run_1/cell_classes.png
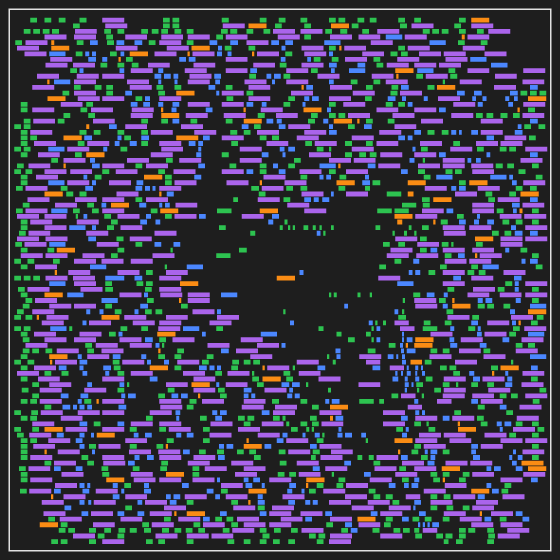
run_1/wire_density.png
The bar under the picture is 100 µm long. The die is cut into 26 by 26 equal tiles; dark blue is low, red is high, scaled to the fullest tile. Values are wire area over tile area, all layers added.
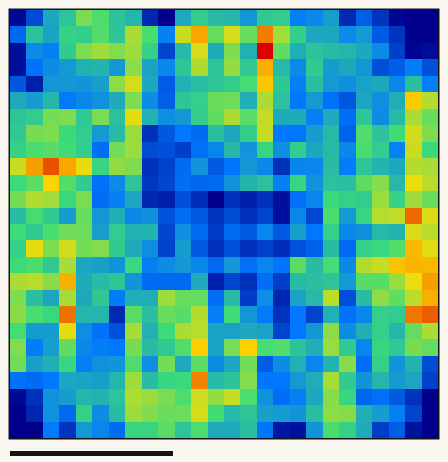
run_1/density.png
The bar under the picture is 100 µm long. The die is cut into 26 by 26 equal tiles; dark blue is low, red is high, 0 to 100% covered.
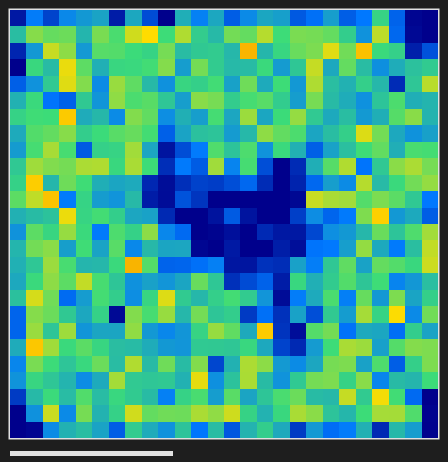
run_1/drive_strength.png
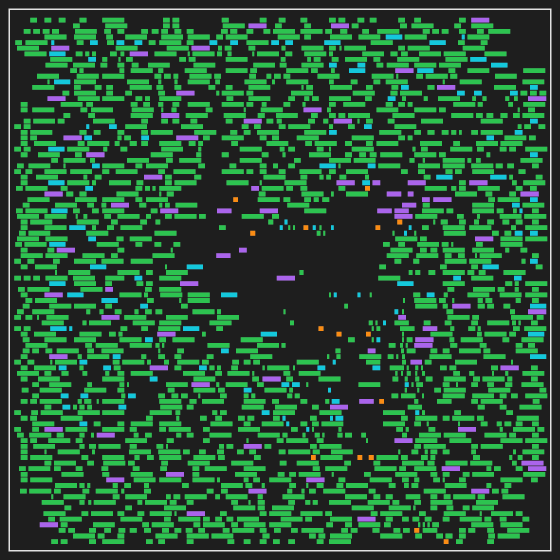
[src/rtl/reg_stream_reader_pkg.sv]
// Shared definitions for the vector register read streamer: geometry defaults,
// register select codes (common with the register file) and FSM state encoding.
package rsr_pkg;

  localparam int RSR_DATA_W  = 512;
  localparam int RSR_LANE_W  = 32;
  localparam int RSR_N_LANES = RSR_DATA_W / RSR_LANE_W;
  localparam int RSR_SEL_W   = 2;
  localparam int RSR_IDX_W   = $clog2(RSR_N_LANES);

  localparam logic [1:0] SEL_A1 = 2'b00;
  localparam logic [1:0] SEL_A2 = 2'b01;
  localparam logic [1:0] SEL_A3 = 2'b10;
  localparam logic [1:0] SEL_A4 = 2'b11;

  localparam logic [1:0] S_IDLE   = 2'd0;
  localparam logic [1:0] S_LOAD   = 2'd1;
  localparam logic [1:0] S_STREAM = 2'd2;

  typedef enum logic [1:0] {
    IDLE   = S_IDLE,
    LOAD   = S_LOAD,
    STREAM = S_STREAM
  } rsr_state_e;

endpackage

[src/rtl/reg_stream_reader_if.sv]
// Lane stream carrying one 32-bit slice of a vector register per handshake.
interface reg_stream_reader_if
  import rsr_pkg::*;
#(
  parameter int LANE_W = RSR_LANE_W,
  parameter int SEL_W  = RSR_SEL_W,
  parameter int IDX_W  = RSR_IDX_W
) ();

  logic              out_valid;
  logic              out_ready;
  logic [LANE_W-1:0] out_data;
  logic [IDX_W-1:0]  out_idx;
  logic [SEL_W-1:0]  out_reg;
  logic              out_last;

  modport master (
    output out_valid, out_data, out_idx, out_reg, out_last,
    input  out_ready
  );

  modport slave (
    input  out_valid, out_data, out_idx, out_reg, out_last,
    output out_ready
  );

endinterface

[src/rtl/reg_stream_reader_lane_shift.sv]
// Shadow copy of one vector register plus the lane index that walks it, lane 0 first.
module reg_lane_shift #(
  parameter  int DATA_W  = 512,
  parameter  int LANE_W  = 32,
  localparam int N_LANES = DATA_W / LANE_W,
  localparam int IDX_W   = $clog2(N_LANES)
) (
  input  logic              clk,
  input  logic              reset,
  input  logic              load,
  input  logic              advance,
  input  logic [DATA_W-1:0] din,
  output logic [IDX_W-1:0]  idx,
  output logic [LANE_W-1:0] lane
);

  logic [N_LANES-1:0][LANE_W-1:0] shadow;

  // Capture stage: data only, no reset needed
  always_ff @(posedge clk) begin
    if (load) shadow <= din;
  end

  always_ff @(posedge clk) begin
    if (reset)        idx <= '0;
    else if (load)    idx <= '0;
    else if (advance) idx <= idx + IDX_W'(1);
  end

  assign lane = shadow[idx];

endmodule

[src/rtl/reg_stream_reader.sv]
// Reads one vector register (or, with RSR_SWEEP_EN defined, sweeps A1..A4) and
// streams it out as 32-bit lanes over a valid/ready handshake.
module reg_stream_reader
  import rsr_pkg::*;
#(
  parameter  int DATA_W  = RSR_DATA_W,
  parameter  int LANE_W  = RSR_LANE_W,
  parameter  int SEL_W   = RSR_SEL_W,
  localparam int N_LANES = DATA_W / LANE_W,
  localparam int IDX_W   = $clog2(N_LANES)
) (
  input  logic              clk,
  input  logic              reset,
  input  logic              start,
  input  logic [SEL_W-1:0]  start_sel,
`ifdef RSR_SWEEP_EN
  input  logic              start_all,
`endif
  output logic [SEL_W-1:0]  regselect,
  input  logic [DATA_W-1:0] rf_data,
  output logic              busy,
  output logic              done,
  reg_stream_reader_if.master strm
);

  rsr_state_e        state;
  logic              hs;
  logic              last_lane;
  logic              sweeping;
  logic              go_all;
  logic [IDX_W-1:0]  idx;
  logic [LANE_W-1:0] lane;

  assign hs        = strm.out_valid && strm.out_ready;
  assign last_lane = (idx == IDX_W'(N_LANES - 1));

`ifdef RSR_SWEEP_EN
  assign go_all = start_all;

  always_ff @(posedge clk) begin
    if (reset)                                     sweeping <= 1'b0;
    else if (state == IDLE && (start_all || start)) sweeping <= start_all;
  end
`else
  assign go_all   = 1'b0;
  assign sweeping = 1'b0;
`endif

  // Control: start acceptance, one-cycle LOAD, lane streaming, sweep chaining
  always_ff @(posedge clk) begin
    if (reset) begin
      state     <= IDLE;
      regselect <= '0;
      done      <= 1'b0;
    end else begin
      done <= 1'b0;
      case (state)
        IDLE: begin
          if (go_all) begin
            regselect <= SEL_W'(SEL_A1);
            state     <= LOAD;
          end else if (start) begin
            regselect <= start_sel;
            state     <= LOAD;
          end
        end
        LOAD:   state <= STREAM;
        STREAM: begin
          if (hs && last_lane) begin
            if (sweeping && regselect != SEL_W'(SEL_A4)) begin
              regselect <= regselect + SEL_W'(1);
              state     <= LOAD;
            end else begin
              state <= IDLE;
              done  <= 1'b1;
            end
          end
        end
        default: state <= IDLE;
      endcase
    end
  end

  reg_lane_shift #(
    .DATA_W (DATA_W),
    .LANE_W (LANE_W)
  ) u_lane_shift (
    .clk     (clk),
    .reset   (reset),
    .load    (state == LOAD),
    .advance (hs),
    .din     (rf_data),
    .idx     (idx),
    .lane    (lane)
  );

  // Output stage: lane fields are forced to zero outside STREAM
  assign busy          = (state != IDLE);
  assign strm.out_valid = (state == STREAM);
  assign strm.out_data  = strm.out_valid ? lane : '0;
  assign strm.out_idx   = idx;
  assign strm.out_reg   = regselect;
  assign strm.out_last  = strm.out_valid && last_lane &&
                          (!sweeping || regselect == SEL_W'(SEL_A4));

endmodule

[src/flat_wrapper.sv]
// flat-port wrapper written by rule: the top's interface ports become plain ports
module reg_stream_reader_flat import rsr_pkg::*;
#(
  parameter  int DATA_W  = RSR_DATA_W,
  parameter  int LANE_W  = RSR_LANE_W,
  parameter  int SEL_W   = RSR_SEL_W,
  localparam int N_LANES = DATA_W / LANE_W,
  localparam int IDX_W   = $clog2(N_LANES)
)
  (clk, reset, start, start_sel, regselect, rf_data, busy, done, strm_out_valid, strm_out_data, strm_out_idx, strm_out_reg, strm_out_last, strm_out_ready);
  reg_stream_reader_if #(.LANE_W(LANE_W), .SEL_W(SEL_W)) strm_i ();
  input  logic clk;
  input  logic reset;
  input  logic start;
  input  logic [SEL_W-1:0] start_sel;
  output logic [SEL_W-1:0] regselect;
  input  logic [DATA_W-1:0] rf_data;
  output logic busy;
  output logic done;
  output wire logic [$bits(strm_i.out_valid)-1:0] strm_out_valid;
  output wire logic [$bits(strm_i.out_data)-1:0] strm_out_data;
  output wire logic [$bits(strm_i.out_idx)-1:0] strm_out_idx;
  output wire logic [$bits(strm_i.out_reg)-1:0] strm_out_reg;
  output wire logic [$bits(strm_i.out_last)-1:0] strm_out_last;
  input wire logic [$bits(strm_i.out_ready)-1:0] strm_out_ready;
  assign strm_out_valid = strm_i.out_valid;
  assign strm_out_data = strm_i.out_data;
  assign strm_out_idx = strm_i.out_idx;
  assign strm_out_reg = strm_i.out_reg;
  assign strm_out_last = strm_i.out_last;
  assign strm_i.out_ready = strm_out_ready;
  reg_stream_reader #(.DATA_W(DATA_W), .LANE_W(LANE_W), .SEL_W(SEL_W)) u_core (.clk(clk), .reset(reset), .start(start), .start_sel(start_sel), .regselect(regselect), .rf_data(rf_data), .busy(busy), .done(done), .strm(strm_i));
endmodule
[config.mk]
export PLATFORM = sky130hd
export DESIGN_NAME = reg_stream_reader_flat
export DESIGN_NICKNAME = d
export VERILOG_FILES = /design/src/rtl/reg_stream_reader_pkg.sv /design/src/rtl/reg_stream_reader_if.sv /design/src/rtl/reg_stream_reader_lane_shift.sv /design/src/rtl/reg_stream_reader.sv /design/src/flat_wrapper.sv
export SDC_FILE = /design/constraint.sdc
export NUM_CORES = 1
export LEC_CHECK = 0
export CELL_PAD_IN_SITES_DETAIL_PLACEMENT = 1
export CELL_PAD_IN_SITES_GLOBAL_PLACEMENT = 1
export CORE_UTILIZATION = 30
export DETAILED_ROUTE_END_ITERATION = 16
export GPL_TIMING_DRIVEN = 0
export MAX_ROUTING_LAYER = met4
export PLACE_DENSITY_LB_ADDON = 0.1
export RECOVER_POWER = 100
export SYNTH_ARGS = -nofsm -noshare
export SYNTH_HDL_FRONTEND = slang
export SYNTH_SLANG_ARGS = --single-unit
[constraint.sdc]
create_clock -name clk -period 39.8 [get_ports clk]
set_clock_uncertainty 0.2 [all_clocks]
set_input_delay 7.96 -clock clk [delete_from_list [all_inputs] [get_ports clk]]
set_output_delay 7.96 -clock clk [all_outputs]
set_load 0.03 [all_outputs]
==> flow_summary.yaml, run 1 <==
# synthesis and place-and-route metrics
synthesis:
  synth_simple_gate_area_share_pct: 2.493
  syn-mean-instance-area_um2: 19.52
  syn_nets: 1558
setup_path:
  crit_start: "u_core.u_lane_shift.idx[2]$_SDFFE_PP0P_"
  r2r_setup_slack_ns: 32.30
  r2r_start: "u_core.state[0]$_SDFFE_PP0P_"
sta:
  fin_crit_sh_pct: 30.41
  slew_violations: 477
  worst_slew_pin_slew_ns: 1.970
cells_and_area:
  drive_gt1_share_pct: 12.22
  finalNetCount: 2198
run_status:
  violations: "max-capacitance violations, max-slew violations"
  status: "finished with violations"
power_and_ir_drop:
  pwr-share-seq_pct: 51.6
  switching_share_pct: 21.49
  total_power_mw: 1.247
hold_path:
  hp-start: "u_core.regselect[1]$_SDFFE_PP0P_"
route:
  dr.pass1.iters: 4
job:
  max_cap_viol_count: 15
clock_network:
  htree_levels: 2
global_routing:
  grt-ovfl-total: 0
floorplanning:
  boundaryPins: 562
About cell_classes.png:
- clock drivers and dummy loads: orange (cells 110; share of their area 6.4%)
- all other logic: blue (cells 455; share of their area 15%)
- other buffers and delay cells: green (cells 641; share of their area 22%)
- flip-flops: purple (cells 521; share of their area 56%)

About wire_density.png:
- fullest tile: 0.41
- emptiest ninth of the die: centre
- mean over tiles: 0.16
- tiles over half the peak: 28%

About density.png:
- emptiest ninth of the die: centre
- nearly empty tiles: 4.7%
- mean over tiles: 40%
- fullest tile: 80%

About drive_strength.png:
- drive 6 and up: purple (cells 79; share 4.6%)
- drive 3 to 4: orange (cells 15; share 0.87%)
- drive 2: cyan (cells 117; share 6.8%)
- drive 1 or less: green (cells 1516; share 88%)

run 1: power by group through the flow:
stage / Clock (mW) / Combinational (mW) / Sequential, mW
after floorplan: 0 / 0.0385 / 0.678
after global placement: 0 / 0.107 / 0.691
after detailed placement: 0 / 0.115 / 0.653
after CTS: 0.524 / 0.116 / 0.642
after global routing: 0.544 / 0.105 / 0.645
final: 0.507 / 0.0969 / 0.643
run 1: metrics by stage:
stage / instances / hold WS [ns]
5_1_grt: 2643 / 0.3649
6_report: 2650 / 0.3253
2_1_floorplan: 1039 / 0.4229
3_5_place_dp: 2481 / 0.3225
4_1_cts: 2591 / 0.3355
3_3_place_gp: 2464 / 0.3089
run 1: cells in the mapped netlist:
cell,n
o31ai_1,32
xor2_1,3
and2_1,1
mux4_2,31
dfxtp_1,9
buf_6,7
nand2_1,3
inv_1,2
buf_1,2
a22oi_1,64
mux2i_1,132
clkbuf_1,15
nor2_2,1
a21oi_1,2
nand3_1,35
buf_4,14
nor3_1,2
ha_1,1
nand2b_1,2
buf_12,8
nand4_1,2
or2_2,3
nor2_1,9
buf_2,17
o22ai_1,31
nor2b_1,35
mux2_2,62
a22o_1,1
edfxtp_1,512
mux4_1,1
run 1: registers in the layout, indices dropped and copies added (netlist names):
signal	count
u_core.done	1
u_core.regselect	2
u_core.state	2
u_core.u_lane_shift.idx	4
u_core.u_lane_shift.shadow	512
run 1: layout make-up:
type                       count  share of cell area [%]
inverter                       2                 0.02593
clock buffer                  84                   5.497
tap                          864                   3.734
timing repair buffer         578                   19.62
clock inverter                26                  0.6137
buffer                        63                   1.694
antenna                       59                  0.5100
sequential                   521                   53.73
multi-input combinational    453                   14.58
run 1: tightest hold or removal path, cell delays in order, from the launching register on:
cell	delay, ns
dfxtp_1	0.35
mux2i_1	0.07
nor2_1	0.07
## Run 2: what changed since run 1
==> constraint.sdc (replaced) <==
create_clock -name clk -period 11 [get_ports clk]
set_clock_uncertainty 0.2 [all_clocks]
set_input_delay 2.2 -clock clk [delete_from_list [all_inputs] [get_ports clk]]
set_output_delay 2.2 -clock clk [all_outputs]
set_load 0.03 [all_outputs]
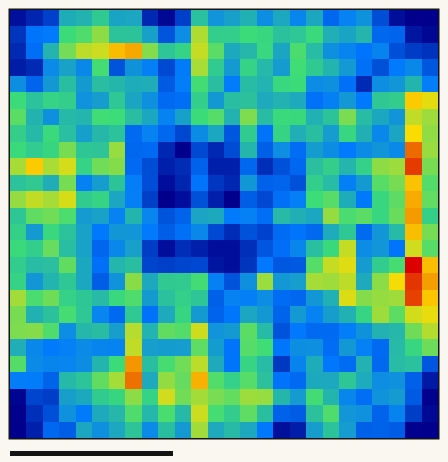
run_2/wire_density.png
The bar under the picture is 100 µm long. The die is cut into 26 by 26 equal tiles; dark blue is low, red is high, scaled to the fullest tile. Values are wire area over tile area, all layers added.
- mean over tiles: 0.16
- nearly empty tiles: 2.1%
- fullest tile: 0.43
- densest ninth of the die: middle right

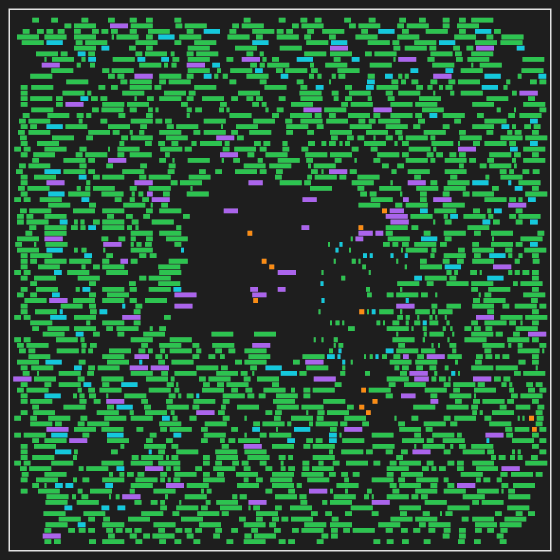
run_2/drive_strength.png
- drive 3 to 4: orange (cells 13; share 0.75%)
- drive 2: cyan (cells 117; share 6.8%)
- drive 6 and up: purple (cells 82; share 4.8%)
- drive 1 or less: green (cells 1512; share 88%)

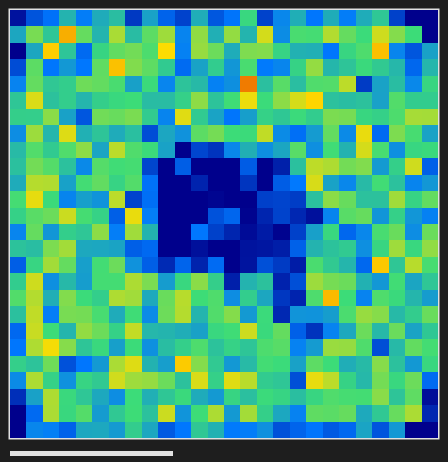
run_2/density.png
The bar under the picture is 100 µm long. The die is cut into 26 by 26 equal tiles; dark blue is low, red is high, 0 to 100% covered.
- nearly empty tiles: 5.5%
- tiles over 75% full: 1.3%
- emptiest ninth of the die: centre
- mean over tiles: 40%
- fullest tile: 86%

==> run 2 against run 1 <==
The run still ends with max-capacitance violations, max-slew violations left. Non-clock buffer count is 1 lower. First-iteration DRC count fell by 7.8%. Worst setup slack got worse by 25 ns. Critical path type is now flop to flop. Highest routed layer unchanged. Cell area up 0.14%.
==> flow_summary.yaml, run 2 <==
# synthesis and place-and-route metrics
setup_path:
  max_stage_delay_ns: 1.44
  crit_start: "u_core.state[0]$_SDFFE_PP0P_"
  crit_arrival_ns: 7.90
  end_kind: "flop"
  r2r_setup_slack_ns: 3.19
  start_kind: "flop"
  r2r_start: "u_core.state[0]$_SDFFE_PP0P_"
placement:
  port_buffers: 561
  place_inst: 2480
hold_path:
  hp-start: "u_core.regselect[0]$_SDFFE_PP0P_"
  holdPathStages: 2
global_routing:
  grt-ovfl-total: 0
  antenna_found_initial: 91
synthesis:
  synth_cells: 1039
  edf_count: 512
  syn_nets: 1558
  syn-mean-instance-area_um2: 19.52
  common_cells: "edfxtp_1 (512), mux2i_1 (132), a22oi_1 (64), mux2_2 (62)"
  yosysTopAreaCellShare_pct: 75.82
  most_common_cell: "edfxtp_1"
  ys_async_sr_fraction_pct: 0
  ff_type: "edfxtp_1"
route:
  dr.pass1.iters: 5
  wl_met3_um: 5627
clock_network:
  clock_latency_ns: 0.61
  htree_levels: 2
cells_and_area:
  largestRegisters: "u_core.u_lane_shift.shadow: 512 flops, u_core.u_lane_shift.idx: 4 flops"
  finalNetCount: 2196
  top_register: "u_core.u_lane_shift.shadow"
  finalNonFillerCells: 2653
  drive_gt1_share_pct: 12.30
  largest_reg_flops: 512
job:
  max_cap_viol_count: 15
floorplanning:
  fp-utilization_pct: 30.57
  floorplan.core_area_um2: 66330
  boundaryPins: 562
run_status:
  status: "finished with violations"
  violations: "max-capacitance violations, max-slew violations"
sta:
  fin_crit_sh_pct: 70.97
  rsz0062_at_grt: "false"
  slew_violations: 456
  worst_hold_slack_ns: 0.3290
  worst_slew_pin_slew_ns: 1.995
power_and_ir_drop:
  power.density_nw_per_um2: 156.6
  total_power_mw: 4.540
  peakVddDrop_v: 0.0001386
  p_leak_nw: 9.500
-- run 2: cell types whose count changed in the layout (fill, tap and decap cells not counted), moves of 2 or more --
cell / before / now
clkinv_1: 16 / 18
bufinv_16: 2 / 4
diode_2: 59 / 65
clkbuf_1: 59 / 53
inv_6: 1 / 3
dlygate4sd3_1: 556 / 554
clkdlybuf4s50_1: 5 / 7
-- run 2: where the power goes --
group          leakage, nW  switching, mW  internal, mW
registers             4.80         0.0226          2.30
clock network        0.871          0.791          1.07
logic                 3.83          0.159         0.193
-- run 2: cells by family after synthesis --
| kind of cell | Yosys count | synth area share [%] |
|---|---|---|
| flops | 521 | 76.71 |
| mux | 226 | 13.53 |
| compound gates | 130 | 4.603 |
| simple gates | 93 | 2.493 |
| buf+inv | 65 | 2.468 |
| xor+xnor | 3 | 0.1296 |
| fa+ha+maj | 1 | 0.06170 |
-- run 2: worst max-delay path, delay by kind of cell (launching register included) --
kind / cells / cell delay, ns
buf+inv: 5 / 5.45
flops: 1 / 0.34
simple gates: 1 / 1.44
-- run 2: area by class of cell --
type                    count  area (µm²)  area share (%)
diodes                     65       162.7          0.5610
plain buffers              63       485.5           1.674
clock buffers              77        1544           5.325
clock inverters            31       244.0          0.8415
inverters                   2       7.507         0.02589
multi-input cells         453        4222           14.56
flip-flops and latches    521       15550           53.65
well taps                 864        1081           3.729
repair buffers            577        5692           19.63
-- run 2: layer usage --
layer	up-vias	global-route usage, %
met5	-	-
met4	0	6.551
met3	137	6.896
met2	453	34.32
met1	6112	21.29
li1	5609	-
## Run 3: what changed since run 2
==> constraint.sdc (replaced) <==
create_clock -name clk -period 8.05 [get_ports clk]
set_clock_uncertainty 0.2 [all_clocks]
set_input_delay 1.61 -clock clk [delete_from_list [all_inputs] [get_ports clk]]
set_output_delay 1.61 -clock clk [all_outputs]
set_load 0.03 [all_outputs]
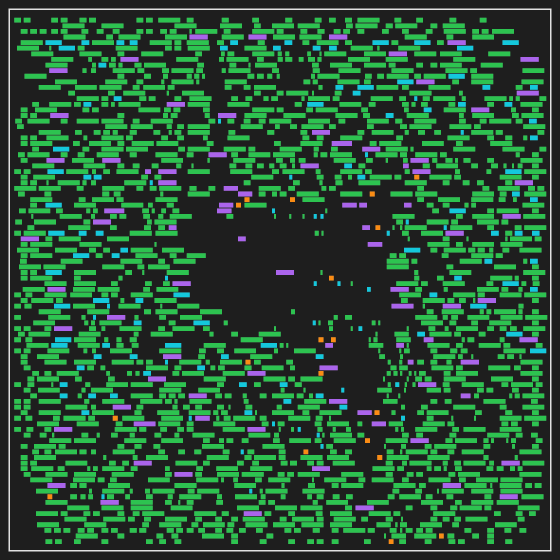
run_3/drive_strength.png
- drive 6 and up: purple (cells 85; share 4.9%)
- drive 3 to 4: orange (cells 19; share 1.1%)
- drive 1 or less: green (cells 1498; share 87%)
- drive 2: cyan (cells 125; share 7.2%)

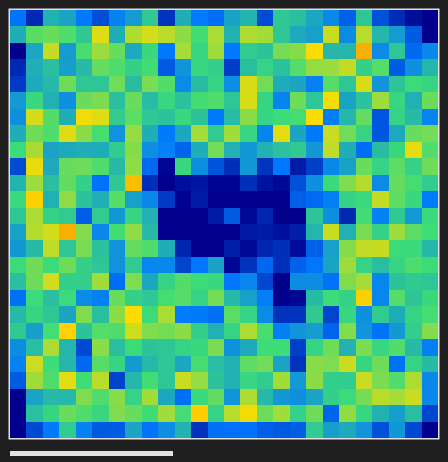
run_3/density.png
The bar under the picture is 100 µm long. The die is cut into 26 by 26 equal tiles; dark blue is low, red is high, 0 to 100% covered.
- tiles over 75% full: 1.0%
- nearly empty tiles: 5.2%
- mean over tiles: 41%
- fullest tile: 80%

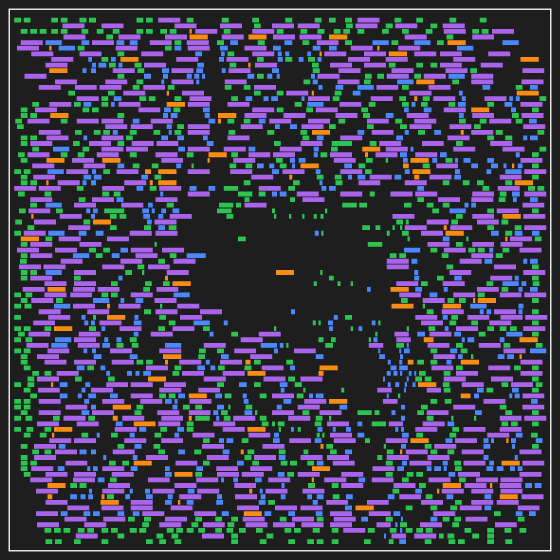
run_3/cell_classes.png
- all other logic: blue (cells 455; share of their area 15%)
- flip-flops: purple (cells 521; share of their area 56%)
- other buffers and delay cells: green (cells 642; share of their area 22%)
- clock drivers and dummy loads: orange (cells 109; share of their area 6.5%)

==> run 3 against run 2 <==
The run still ends with max-capacitance violations, max-slew violations left. Combinational power up 39%. Area after synthesis is the same. Critical path depth down 1. Die size unchanged. Via count grew 0.44%. Clock power is 37% higher. Synthesized cell count unchanged. Non-clock buffer count rose by 2. Maximum frequency increased by 26%. Sequential share of layout area shrank 0.14 points. Cell area is 0.27% higher. Largest cell class unchanged. Largest power group unchanged.
==> flow_summary.yaml, run 3 <==
# synthesis and place-and-route metrics
run_status:
  status: "finished with violations"
  violations: "max-capacitance violations, max-slew violations"
synthesis:
  synth_flops: 521
  ff_type: "edfxtp_1"
  most_common_cell: "edfxtp_1"
  syn-mean-instance-area_um2: 19.52
  yosysTopAreaCellShare_pct: 75.82
  syn_nets: 1558
  synth_cells: 1039
  edf_count: 512
sta:
  rsz0062_at_grt: "false"
  slew_violations: 360
  worst_slew_pin_slew_ns: 2.024
setup_path:
  max_stage_delay_ns: 1.49
  crit_arrival_ns: 6.29
  crit_start: "u_core.state[0]$_SDFFE_PP0P_"
  end_kind: "flop"
  r2r_setup_slack_ns: 1.87
  r2r_start: "u_core.state[0]$_SDFFE_PP0P_"
  crit_cells: 5
  crit_family: "buffers and inverters"
  path_buffers: 4
global_routing:
  grt-ovfl-total: 0
  use_met3_pct: 6.481
  grtUsageMet2_pct: 35.24
  antenna_found_initial: 84
  top_usage_layer: "met2"
  use_met1_pct: 22.00
cells_and_area:
  largest_reg_flops: 512
  finalNetCount: 2198
  comb_area_um2: 4222
  seq_area_um2: 15550
  top_register: "u_core.u_lane_shift.shadow"
  drive_gt1_share_pct: 13.26
job:
  max_cap_viol_count: 11
floorplanning:
  boundaryPins: 562
  floorplan.core_area_um2: 66330
  fp-utilization_pct: 30.57
placement:
  post-dp-hpwl_um: 52300
  port_buffers: 561
clock_network:
  cts_resized: 0
  htree_levels: 2
  clock_latency_ns: 0.61
power_and_ir_drop:
  total_power_mw: 6.211
  p_leak_nw: 9.542
  peakVddDrop_v: 0.0001555
  power.density_nw_per_um2: 213.7
route:
  wl_met3_um: 5576
hold_path:
  holdPathStages: 2
==> run 3: cell count changes in the layout (fill, tap and decap cells not counted) <==
cell	before	now
buf_1	1	2
buf_16	0	2
buf_2	14	13
buf_4	13	14
bufinv_16	4	3
clkbuf_1	53	47
clkbuf_8	0	2
clkdlybuf4s50_1	7	6
clkinv_1	18	9
clkinv_2	6	15
clkinvlp_4	0	5
diode_2	65	62
dlygate4sd3_1	554	555
==> run 3: tightest hold or removal path, cell delays in order, from the launching register on <==
cell and delay, ns:
dfxtp_1 0.36, mux2i_1 0.09, nor2_1 0.08
==> run 3: power breakdown <==
group	total [mW]	internal [mW]	switching (mW)
combinational	0.487	0.267	0.220
sequential	3.18	3.15	0.0318
clock	2.55	1.46	1.09
==> run 3: final cells by class <==
type / instances / share of cell area [%]
clock inverter: 35 / 0.9038
inverter: 2 / 0.02582
timing repair buffer: 579 / 19.77
antenna: 62 / 0.5337
multi-input combinational: 453 / 14.52
sequential: 521 / 53.51
tap: 864 / 3.719
clock buffer: 74 / 5.341
buffer: 63 / 1.679
==> run 3: per-stage QoR <==
step	std cells	util, %	TNS, ns	setup WS (ns)	hold WS [ns]
finish	2653	43.82	0	1.866	0.3569
detailed placement	2482	41.29	0	3.054	0.3530
global placement	2464	40.68	-1883.26	-4.068	0.3367
CTS	2591	44.02	0	2.363	0.3692
floorplan	1039	-	-280.76	-0.8590	0.4136
global route	2645	43.79	0	1.271	0.3985
==> run 3: cells by family after synthesis <==
logic type                 count (synthesis)  share of synthesized area (%)
AOI/OAI and AO/OA                        130                          4.603
xor gates and xnor gates                   3                         0.1296
and+or+nand+nor                           93                          2.493
muxes                                    226                          13.53
buffers and inverters                     65                          2.468
adders and majority gates                  1                        0.06170
DFF                                      521                          76.71
Power and IR drop assume default switching activity.
